`src/rtl/cpu_types_pkg.sv`:
```
// Shared CPU datapath types.
package cpu_types_pkg;
  typedef logic [31:0] word_t;
endpackage

```
`src/rtl/icache_pkg.sv`:
```
// Types and helpers shared by the direct-mapped instruction cache.
package icache_pkg;
  import cpu_types_pkg::*;

  localparam int DEF_SETS  = 16;
  localparam int DEF_IDX_W = $clog2(DEF_SETS);
  localparam int DEF_TAG_W = 30 - DEF_IDX_W;
  // Widest tag any legal SETS (>= 2) can need; narrower tags are zero-extended.
  localparam int TAG_W_MAX = 29;

  typedef enum logic {IDLE, FETCH} icache_state_t;

  typedef struct packed {
    logic                 valid;
    logic [TAG_W_MAX-1:0] tag;
    word_t                data;
  } icache_frame_t;

  // Address field view for the default geometry.
  typedef struct packed {
    logic [DEF_TAG_W-1:0] tag;
    logic [DEF_IDX_W-1:0] idx;
    logic [1:0]           offset;
  } icache_addr_t;

  // Tag field of a byte address for a given index width, zero-extended.
  function automatic logic [TAG_W_MAX-1:0] tag_of(input word_t a, input int idx_w);
    return TAG_W_MAX'(a >> (idx_w + 2));
  endfunction
endpackage

```
`src/rtl/icache_frames.sv`:
```
// Frame register array: combinational read port, one synchronous write port.
module icache_frames
  import cpu_types_pkg::*;
  import icache_pkg::*;
#(
  parameter  int SETS  = 16,
  localparam int IDX_W = $clog2(SETS)
) (
  input  logic             CLK,
  input  logic             nRST,
  input  logic [IDX_W-1:0] rd_idx,
  output icache_frame_t    rd_frame,
  input  logic             wr_en,
  input  logic [IDX_W-1:0] wr_idx,
  input  icache_frame_t    wr_frame
);
  logic [SETS-1:0]      valid_q, valid_d;
  logic [TAG_W_MAX-1:0] tag_q  [SETS];
  word_t                data_q [SETS];

  // Next valid vector: set the written frame's bit on a fill.
  always_comb begin
    valid_d = valid_q;
    if (wr_en) valid_d[wr_idx] = wr_frame.valid;
  end

  // Valid bits are the only reset state; clearing them empties the cache.
  always_ff @(posedge CLK or negedge nRST) begin
    if (!nRST) valid_q <= '0;
    else       valid_q <= valid_d;
  end

  // Tag/data payload, meaningless until its valid bit is set.
  always_ff @(posedge CLK) begin
    if (wr_en) begin
      tag_q[wr_idx]  <= wr_frame.tag;
      data_q[wr_idx] <= wr_frame.data;
    end
  end

  assign rd_frame = '{valid: valid_q[rd_idx], tag: tag_q[rd_idx], data: data_q[rd_idx]};
endmodule

```
`src/rtl/icache_direct.sv`:
```
// Direct-mapped read-only instruction cache, one word per frame.
// Define ICACHE_STATS_EN to add saturating hit/miss counters.
module icache_direct
  import cpu_types_pkg::*;
  import icache_pkg::*;
#(
  parameter  int SETS  = 16,
  localparam int IDX_W = $clog2(SETS)
) (
  input  logic        CLK,
  input  logic        nRST,
  input  logic        imemREN,
  input  logic [31:0] imemaddr,
  output logic        ihit,
  output logic [31:0] imemload,
  output logic        iREN,
  output logic [31:0] iaddr,
`ifdef ICACHE_STATS_EN
  output logic [31:0] hit_count,
  output logic [31:0] miss_count,
`endif
  input  logic [31:0] iload,
  input  logic        iwait
);
  icache_state_t state_q, state_d;
  word_t         missaddr_q, missaddr_d;
  logic          iren_q, iren_d;
  icache_frame_t rd_frame, wr_frame;
  logic          hit, fill;

  icache_frames #(.SETS(SETS)) u_frames (
    .CLK      (CLK),
    .nRST     (nRST),
    .rd_idx   (imemaddr[IDX_W+1:2]),
    .rd_frame (rd_frame),
    .wr_en    (fill),
    .wr_idx   (missaddr_q[IDX_W+1:2]),
    .wr_frame (wr_frame)
  );

  assign hit  = (state_q == IDLE) & imemREN & rd_frame.valid &
                (rd_frame.tag == tag_of(imemaddr, IDX_W));
  // FETCH only ever fills missaddr, even if the fetch port moved on.
  assign fill = (state_q == FETCH) & ~iwait;
  assign wr_frame = '{valid: 1'b1, tag: tag_of(missaddr_q, IDX_W), data: iload};

  assign ihit     = hit;
  assign imemload = hit ? rd_frame.data : '0;
  assign iREN     = iren_q;
  assign iaddr    = iren_q ? missaddr_q : '0;

  // Miss FSM: IDLE looks up, FETCH waits out iwait then fills and replays.
  always_comb begin
    state_d    = state_q;
    missaddr_d = missaddr_q;
    iren_d     = iren_q;
    case (state_q)
      IDLE: if (imemREN && !hit) begin
        missaddr_d = {imemaddr[31:2], 2'b00};
        state_d    = FETCH;
        iren_d     = 1'b1;
      end
      FETCH: if (!iwait) begin
        state_d = IDLE;
        iren_d  = 1'b0;
      end
    endcase
  end

  // FSM state and registered memory request; reset drops iREN at once.
  always_ff @(posedge CLK or negedge nRST) begin
    if (!nRST) begin
      state_q    <= IDLE;
      missaddr_q <= '0;
      iren_q     <= 1'b0;
    end else begin
      state_q    <= state_d;
      missaddr_q <= missaddr_d;
      iren_q     <= iren_d;
    end
  end

`ifdef ICACHE_STATS_EN
  logic [31:0] hit_cnt_q, hit_cnt_d, miss_cnt_q, miss_cnt_d;

  // Saturating event counters.
  always_comb begin
    hit_cnt_d  = hit_cnt_q;
    miss_cnt_d = miss_cnt_q;
    if (hit && hit_cnt_q != '1) hit_cnt_d = hit_cnt_q + 32'd1;
    if (state_q == IDLE && state_d == FETCH && miss_cnt_q != '1)
      miss_cnt_d = miss_cnt_q + 32'd1;
  end

  // Counter registers.
  always_ff @(posedge CLK or negedge nRST) begin
    if (!nRST) begin
      hit_cnt_q  <= '0;
      miss_cnt_q <= '0;
    end else begin
      hit_cnt_q  <= hit_cnt_d;
      miss_cnt_q <= miss_cnt_d;
    end
  end

  assign hit_count  = hit_cnt_q;
  assign miss_count = miss_cnt_q;
`endif
endmodule
```
`config.mk`:
```
export PLATFORM = sky130hd
export DESIGN_NAME = icache_direct
export DESIGN_NICKNAME = d
export VERILOG_FILES = /design/src/rtl/cpu_types_pkg.sv /design/src/rtl/icache_pkg.sv /design/src/rtl/icache_frames.sv /design/src/rtl/icache_direct.sv
export SDC_FILE = /design/constraint.sdc
export NUM_CORES = 1
export LEC_CHECK = 0
export ABC_CLOCK_PERIOD_IN_PS = 10150
export CAP_MARGIN = 30
export CORE_MARGIN = 8
export CORE_UTILIZATION = 48
export CTS_CLUSTER_DIAMETER = 120
export DETAILED_ROUTE_END_ITERATION = 8
export PLACE_DENSITY = 0.66
export SYNTH_ARGS = -nofsm -noshare
export SYNTH_HDL_FRONTEND = slang
export SYNTH_SLANG_ARGS = --single-unit
```
`constraint.sdc`:
```
create_clock -name CLK -period 10.15 [get_ports CLK]
set_input_delay 3.045 -clock CLK [delete_from_list [all_inputs] [get_ports CLK]]
set_output_delay 3.045 -clock CLK [all_outputs]
set_load 0.05 [all_outputs]
```
m3.png
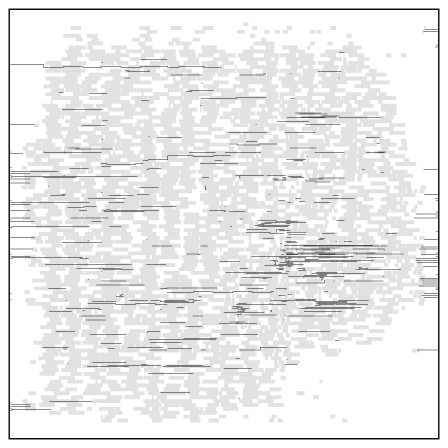
share of all routed wire: 6.1%
wire length on this layer: 5,370 um
GR Util met3: 3.47%
Vias: 18,300
Post-Route WL: 88,400 um

closeup.png
Window x 130 to 170, y 130 to 170 um. Cells in gray, sequential cells in the stronger gray; small squares are vias.
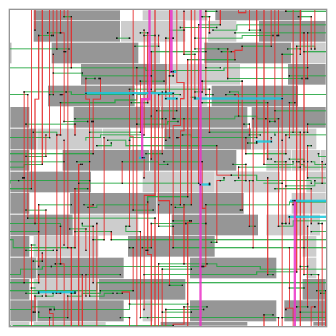
[M4] magenta
[M1] green
[M3] cyan
[M2] red
most frequent: edfxtp_1 (24), mux4_2 (8)
netlist names of flops here include: u_frames.tag_q (24), missaddr_q (1)
cells with their middle in the window: 48
sequential cells in the window: 25

clock_wires.png
Bar = 100 um.
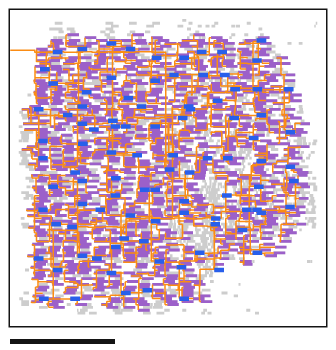
[clock wires] orange | length: 10,400 um
[flip-flops] purple | count: 976
[clock-net drivers] blue | count: 96
flops lie: spread over the die
routed clock nets: 97

==> flow_summary.toml <==
# synthesis and place-and-route metrics
[yosys]
simple_gate_share_pct = 3.20
top_cell = "edfxtp_1"
ys_sh_aoi_pct = 1.38
synth_warnings = 0
ys_seq_share_pct = 75.3
enable_flop_cells = 928
top_cells_by_area = "edfxtp_1 72%, mux4_2 14%, dfrtp_1 3.1%"
mux_area_share_pct = 17.5
netlist_area_um2 = 38600
xor_share_pct = 1.04
synth.top_cell.area_share_pct = 72.2
synth.avg_cell_area_um2 = 22.5
ys_sh_adder_pct = 0
ff_type = "edfxtp_1"
async_flop_share_pct = 4.92
yosys-top-cells-count = "928 x edfxtp_1, 247 x mux4_2, 65 x mux2i_1"

[timing]
tightest_slew_ns = 1.05
timing.fmax_mhz = 101
hold-worst-slack_ns = 0.470
rsz0062_at_grt = "false"
finalClockPeriodUsage_pct = 97.1
hold_viol_final = 0
finalSetupViolCount = 0
fin_ws_ns = 0.297
maxSlewViolCount = 0
setup_tns_ns = 0
fin_crit_ns = 9.85

[power]
pg_comb_uw = 809
ir_drop_mv = 0.128
p_comb_share_pct = 8.7
p_leak_nw = 14.6
switching_power_mw = 2.11
clkPwrFrac_pct = 39.8
internal_power_mw = 7.23
power_top_consumer = "sequential cells"
switching_share_pct = 22.6
power_mw = 9.34

[floorplanning]
fp-row-count = 104
die_y_um = 300
die_x_um = 300
io_pins = 134
core_area_um2 = 80000
die_area_um2 = 89700
tap_cells = 1060
fp-utilization_pct = 48.2

[detailed_routing]
top_layer_used = "met5"
post-route-drc-count = 0
drtIter0Drc = 1876
dr_wl_met2_um = 44800
drtAntennaViolNets = 0

[place]
placed_cells = 2880
place_congestion = 0.815
dpl_cell_area_um2 = 41700
port_buffers = 129

[setup_path]
max_stage_delay_ns = 0.66
crit_type = "primary input to output port"
rrSetupSlack_ns = 6.28
end_kind = "output port"
reg2reg_depth = 9
required_ns = 7.11
crit_top_cell = "buf_4"
crit_buf_inv = 5
endpoint = "imemload[12]"
cp_top_family = "buffers and inverters"
r2r-end = "missaddr_q[18]"
crit_cells = 13

[global_route]
top_usage_layer = "met2"
grt_pass1_wl_um = 129000
grt_use_met1_pct = 26.8
grtUsageMet2_pct = 32.7
antenna_found_initial = 6
first_global_vias = 19000

[cts]
cts_htree_levels = 3
cts_resized = 0
cts-hold-fix-buffers = 0
root_buffer = "clkbuf_16"
clock_latency_ns = 0.65
clockBufferDepth = 3
tritoncts = "done"

[job]
maxCapViolCount = 0

[cells_and_area]
antennaDiodeCount = 1
fin_cells = 3062
final_util_pct = 56.3
comb_share_pct = 20.1
nNonClkInverters = 7
largest_reg_flops = 512
logic_gates = 647
comb_area_um2 = 9060
seq_share_pct = 64.5
n_sequential_cell = 976
largestRegisters = "u_frames.data_q (512), u_frames.tag_q (416), missaddr_q (30)"
top_register = "u_frames.data_q"
fin_area_um2 = 45100
clkCellAreaFrac_pct = 7.43
area.growth.synth_to_final_pct = 16.8
top_area_cell_class = "sequential cells"
bufAreaShareNonClock_pct = 4.96
nFillCells = 5864
lay_top_cells = "928 x edfxtp_1, 247 x mux4_2, 99 x clkbuf_16"
seq_area_um2 = 29100

[min_path]
hp-class = "flop to flop"
min_delay_worst_endpoint = "u_frames.valid_q[8]"
min_from = "u_frames.valid_q[8]"
hold_depth = 1

[outcome]
status = "finished, final reports clean"
route_heat.png
Bar = 100 um. 30 x 30 tiles, from white (low) to dark blue (high), scaled to the fullest tile. Values are wire area over tile area, all layers added.
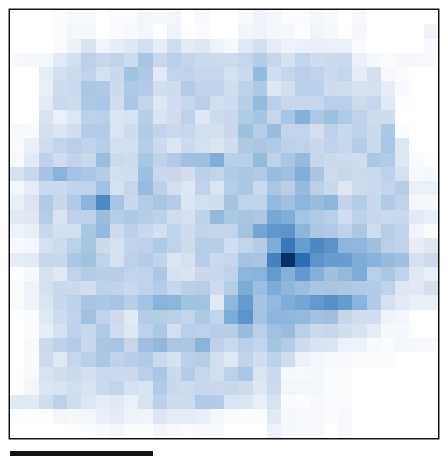
densest ninth of the die: middle
emptiest ninth of the die: bottom right
tiles over half the peak: 2.6%
fullest tile: 0.76
mean over tiles: 0.16
total track usage: 19.5%
WL/cell: 28.9 um

clock_nets.png
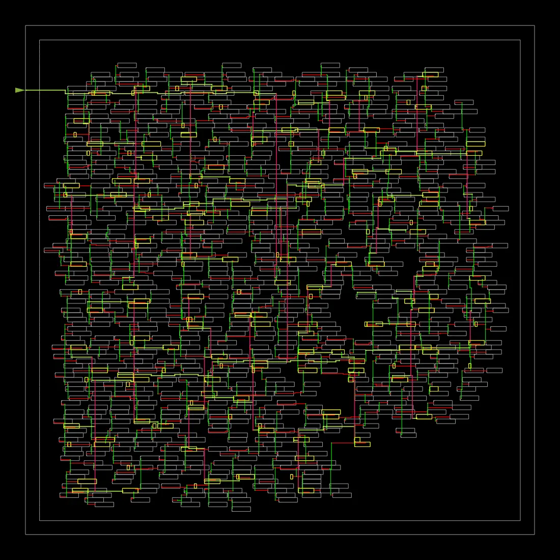
CLK BUF: 118
number of CTS-inserted buffers: 96
clock sink total: 976
Clock Skew: 0.0274 ns
clk pwr: 3.71 mW

No activity file was given, so power comes from the tool's default toggle rates.
